**Run 1: register map, names as in the netlist**

Other sequential cells in the stronger gray, the rest of the logic in the fainter gray.
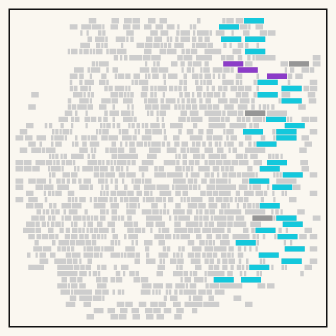
**Run 1: ports around the boundary**

Pins as bars across the die edge, other pins in gray.
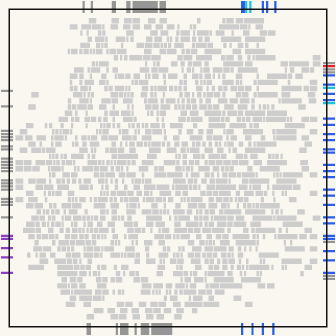
**Run 1: the metal 3 layer**

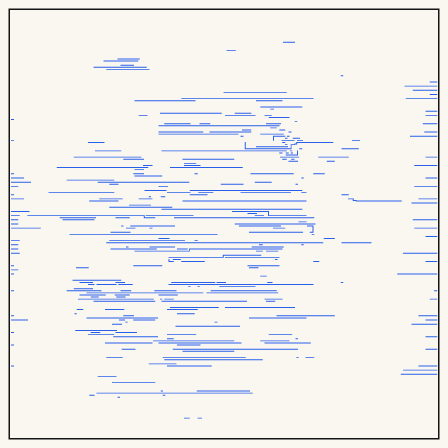
**Run 1: routing congestion**

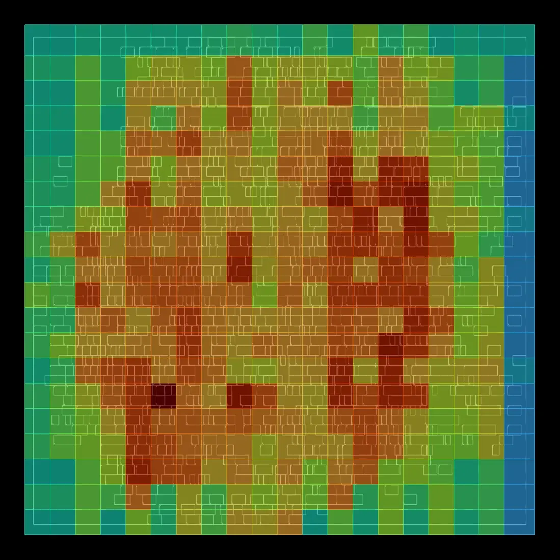
Design alu_pipe, sky130hd; sources not shown.
==> out/metrics.yaml, run 1 <==
grt:
  grt_pass1_vias: 7417
worst_setup_path:
  crit_required_ps: 3920
  path_class: "input port to flop"
  crit_path_top_delay_cell: "or4_4"
  cp-start-kind: "input port"
  rrSetupSlack_ps: -340
timing:
  fin_hold_ws_ps: 467
  maxSlewHeadroom_pct: 34.2
  fin_ws_ps: -1110
  period_minus_slack_ps: 4810
  setup_viol: 23
  rsz0062_at_grt: "yes"
layout:
  inverters_excl_clock: 76
  comb_area_um2: 6020
  buf_share_pct: 20.8
  clkCellAreaFrac_pct: 1.43
  layoutNonFillerInstCount: 1368
clock_network:
  clk_pin_slew_ps: 50
  clock_sinks: 38
  tritoncts: "built"
  clock_path_buffers: 2
  numCtsBuffers: 5
  h-tree-depth: 2
  cts-hold-fix-buffers: 0
floorplanning:
  tapCellCount: 229
  num_rows: 49
  io_pins: 112
  initCoreUtil_pct: 38.8
logic_synthesis:
  synth_area_um2: 6960
  ys_sh_mux_pct: 2.88
  yosys.stat.seqShare_pct: 13.7
  ys_sh_adder_pct: 17.6
  ys_async_sr_fraction_pct: 100
  ys_warn_count: 0
  ys.flops: 38
  ys_sh_simple_pct: 21.0
status:
  outcome: "complete, but fails checks"
  violations: "negative setup slack"
power:
  leakage_uw: 0.00415
  pwr-share-clk_pct: 14.4
  combPwrFrac_pct: 67.7
drt:
  ant_nets: 0
placed_design:
  post-place-ws_ps: -2620
  gp_congestion: 0.994
worst_hold_path:
  holdPathStages: 2
Back to the opening pictures, 'register map, names as in the netlist':
[out] cyan | sequential cells: 32 | where: a column on the right
[flags] purple | sequential cells: 3
not colored: 3
seq pwr: 512 uW
Seq/total area: 9.81%
register area: 951 um^2
final core occ: 54.0%

Back to the opening pictures, 'ports around the boundary':
[out_ready] red | pins: 1 | direction: input | edge: right
[out] blue | pins: 32 | direction: output | edge: 23 right, 5 top, 4 bottom
[flags] cyan | pins: 4 | direction: output | edge: 2 top, 2 right
[opcode] purple | pins: 5 | direction: input | edge: left
all pins by edge: 32 right, 28 top, 26 bottom, 26 left
die height: 139 um
Buffers on Ports: 110
Die Wd: 139 um

Back to the opening pictures, 'the metal 3 layer':
nets with wire on the layer: 221
share of all routed wire: 9.8%
routed vias: 8222
met3 GRT Util: 4.13%
WL final: 27.4 mm

Back to the opening pictures, 'routing congestion':
wire length per cell: 20.0 um
gr busiest metal: met2
GRT Total Usage: 26.9%

run 1: worst max-delay path: cells and delay by family:
family | cells | cell delay, ps
AND-OR/OR-AND | 9 | 1860
adder cells (fa/ha/maj) | 2 | 640
buffers and inverters | 6 | 720
AND/OR/NAND/NOR | 4 | 1080
run 1: metrics by stage:
stage	util, %	setup TNS [ps]	power [uW]	area (um^2)
2_1_floorplan	-	-10760	1690	7140
3_3_place_gp	47.4	-57690	2150	8520
3_5_place_dp	47.4	-59780	2160	8520
4_1_cts	51.5	-11090	2720	9260
5_1_grt	54.0	-13690	2990	9690
6_report	54.0	-10830	2850	9690
run 1: synthesized netlist by cell type (8+ instances only):
| master | number |
|---|---|
| xnor2_1 | 41 |
| o22ai_1 | 21 |
| nand4_1 | 15 |
| o21a_1 | 9 |
| and2_1 | 10 |
| a31oi_1 | 13 |
| o2111ai_1 | 8 |
| o221ai_1 | 8 |
| nand3_1 | 19 |
| ha_1 | 95 |
| o21ai_0 | 101 |
| dfrtp_1 | 38 |
| inv_1 | 76 |
| a21oi_1 | 56 |
| a211oi_1 | 11 |
| nand2_1 | 126 |
| nor3_1 | 17 |
| nand3b_1 | 8 |
| nor2b_1 | 9 |
| xor2_1 | 9 |
| a21o_1 | 11 |
| nor2_1 | 61 |
| clkbuf_1 | 37 |
| nand2b_1 | 9 |
| buf_2 | 18 |
| mux2i_1 | 14 |
run 1: metal layers:
metal / GRT usage (%) / share of wire [%]
met2: 40.3 / 43
met1: 40.2 / 44
met5: 0 / 0
met4: 6.96 / 2.8
met3: 4.13 / 9.8
run 1: what timing repair did:
item	CTS	global route
cloned	0	1
pin swaps	34	39
setup buffers	44	25
setup endpoints to repair	36	29
gates resized	98	72
endpoints found under the hold margin	0	0
**Run 1: wiring by layer**

Two of the layers only.
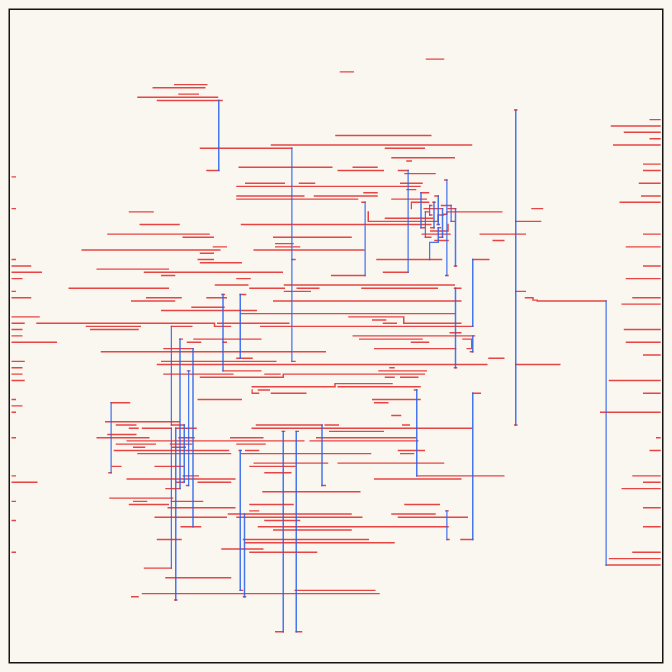

==> run 1 -> run 2 <==
--- a/config.mk
+++ b/config.mk
@@ -16,3 +16,4 @@
 export SYNTH_ARGS = -nofsm -noshare
 export SYNTH_HDL_FRONTEND = slang
 export SYNTH_SLANG_ARGS = --single-unit
+export TNS_END_PERCENT = 20
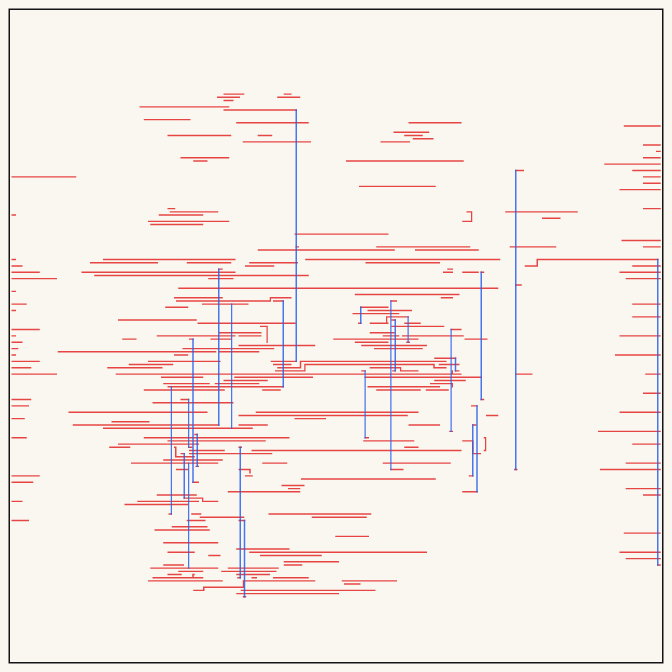
**Above:** run 2 (wiring by layer).
Two of the layers only.
[met3] red | wire length: 2610 um
[met4] blue | wire length: 563 um
routed vias: 8198
wire length per cell: 20.2 um
GRT Total Usage: 27.2%
WL final: 27.5 mm

==> run 2 against run 1 <==
The run still ends with negative setup slack left; cell count decreased by 0.44%; power decreased by 0.33%; cell area decreased by 0.37%; non-clock buffer count decreased by 8; first-iteration DRC count increased by 4.2%; synthesized cell count unchanged; flip-flop count unchanged; clock skew increased by 2.1 ps; die size unchanged.
==> out/metrics.yaml, run 2 <==
logic_synthesis:
  ys.flops: 38  # unchanged
  syn_area_per_cell_um2: 7.20
  synth_area_um2: 6960  # unchanged
  ys_async_sr_fraction_pct: 100  # unchanged
  yosys.stat.seqShare_pct: 13.7  # unchanged
  synth_cells: 967
  synth_top_cell_by_count: "nand2_1"
  synth.top_cells.by_count: "126 x nand2_1, 101 x o21ai_0, 95 x ha_1, 76 x inv_1, 61 x nor2_1"
  ff_type: "dfrtp_1"
  ys_warn_count: 0  # unchanged
floorplanning:
  num_rows: 49  # unchanged
  fp.dieH_um: 139  # unchanged
  io_pins: 112  # unchanged
  coreArea_um2: 18000
  die_width_um: 139  # unchanged
  initCoreUtil_pct: 38.8  # unchanged
power:
  pwr-share-clk_pct: 15.0  # +0.6 points
  combPwrFrac_pct: 67.0  # -0.7 points
  p_total_uw: 2840  # -0.33%
  p_int_uw: 1420
  leakage_uw: 0.00412  # -0.92%
clock_network:
  clock_sinks: 38  # unchanged
  numCtsBuffers: 5  # unchanged
  clock_path_buffers: 2  # unchanged
  h-tree-depth: 2  # unchanged
  clk_pin_slew_ps: 60  # about the same
  cts-hold-fix-buffers: 0  # unchanged
  tritoncts: "built"
worst_setup_path:
  critPathTopFamily: "AND-OR/OR-AND gates"
  path_class: "input port to flop"
  crit_cells: 21  # unchanged
  critPathMaxFanout: 10
  crit_required_ps: 3920  # about the same
  cp-start-kind: "input port"
  rrSetupSlack_ps: -130  # +210 ps
  cp_num_buf_inv: 6  # unchanged
  cp_cell_sequence: "buf_12, buf_8, clkbuf_16, or4_4, nor2b_4, buf_4, clkbuf_16, nand2_1, o21ai_0, ha_1, buf_4, a21oi_1, o31ai_4, o211ai_4, a21o_4, a31oi_4, a2111o_1, a31oi_4, nand2_2, nor4_4, a41o_1"
  crit_path_top_delay_cell: "or4_4"
layout:
  layoutNonFillerInstCount: 1362  # -0.44%
  fin_util_pct: 53.8  # -0.20 points
  final_cell_area_um2: 9660  # -0.37%
  largest_reg_flops: 32
  nNetsFinal: 1302
  lay_top_count: "nand2_1"
worst_hold_path:
  hp-class: "flop to flop"
  holdPathStages: 2  # unchanged
timing:
  drv_slew: 0
  maxSlewHeadroom_pct: 28.1  # -6.2 points
  fin_setup_tns_ps: -12020  # -1190 ps
  fin_ws_ps: -1090  # +17.0 ps
  rsz0062_at_grt: "yes"
  fin_hold_ws_ps: 469  # +1.19 ps
  setup_viol: 26  # +13%
  period_minus_slack_ps: 4790  # -17.0 ps
grt:
  grt_max_degree: 39
  grt_pass1_wl_mm: 42.2
  grt_pass1_vias: 7375  # -0.57%
drt:
  ant_nets: 0  # unchanged
  drc: 0
placed_design:
  post-place-ws_ps: -2580  # +32.8 ps
  gp_congestion: 0.945  # -5.0%
  place_area_um2: 8400  # -1.4%
  io_buffers: 110  # unchanged
status:
  violations: "negative setup slack"
  outcome: "complete, but fails checks"
run:
  tool_warnings: 61
  drv_cap: 0
[run 2: cell counts after synthesis]
No cell type changed its count.
[run 2: final cells by class]
| type | instances | area (um^2) |
|---|---|---|
| fillers | 1695 | 8310 |
| flip-flops and latches | 38 | 951 |
| inverters | 76 | 285 |
| well taps | 229 | 287 |
| clock inverters | 1 | 5.00 |
| multi-input cells | 792 | 6050 |
| plain buffers | 52 | 393 |
| repair buffers | 167 | 1550 |
| clock buffers | 7 | 143 |
[run 2: tightest hold or removal path: cells and delay by family, from the launching register on]
kind | cells | cell delay [ps]
flops | 1 | 330
simple gates | 2 | 100
[run 2: metal layers]
layer / part of all wire (%) / track usage, % / vias up / wire length [um]
li1: - / - / 3838 / -
met1: 45 / 41.1 / 3832 / 12400
met2: 43 / 41.4 / 475 / 11900
met3: 9.5 / 2.75 / 53 / 2610
met4: 2.0 / 6.65 / 0 / 563
met5: 0 / 0 / - / 0
[run 2: kinds of logic (layout without fill, tap and decap cells)]
| group | after synthesis | after routing | share of synthesized area [%] |
|---|---|---|---|
| adders and majority gates | 97 | 97 | 17.6 |
| and+or+nand+nor | 307 | 307 | 21.0 |
| muxes | 19 | 19 | 2.87 |
| DFF | 38 | 38 | 13.7 |
| buffers and inverters | 137 | 303 | 7.87 |
| xor gates and xnor gates | 50 | 50 | 6.29 |
| AOI/OAI and AO/OA | 319 | 319 | 30.7 |
[run 2: repair_timing]
action / 4_1_cts / 5_1_grt
buffers inserted: 43 / 15
cloned: 1 / 0
setup endpoints to repair: 36 / 29
pin swaps: 57 / 39
resized: 173 / 31
[run 2: power groups by stage]
stage                     sequential [uW]  clock [uW]  combinational (uW)
after global placement                516           0                1600
after CTS                             512         432                1800
after detailed placement              519           0                1600
after global routing                  520         450                2010
after floorplan                       915           0                 738
final                                 511         427                1900
No activity file was given, so power comes from the tool's default toggle rates.
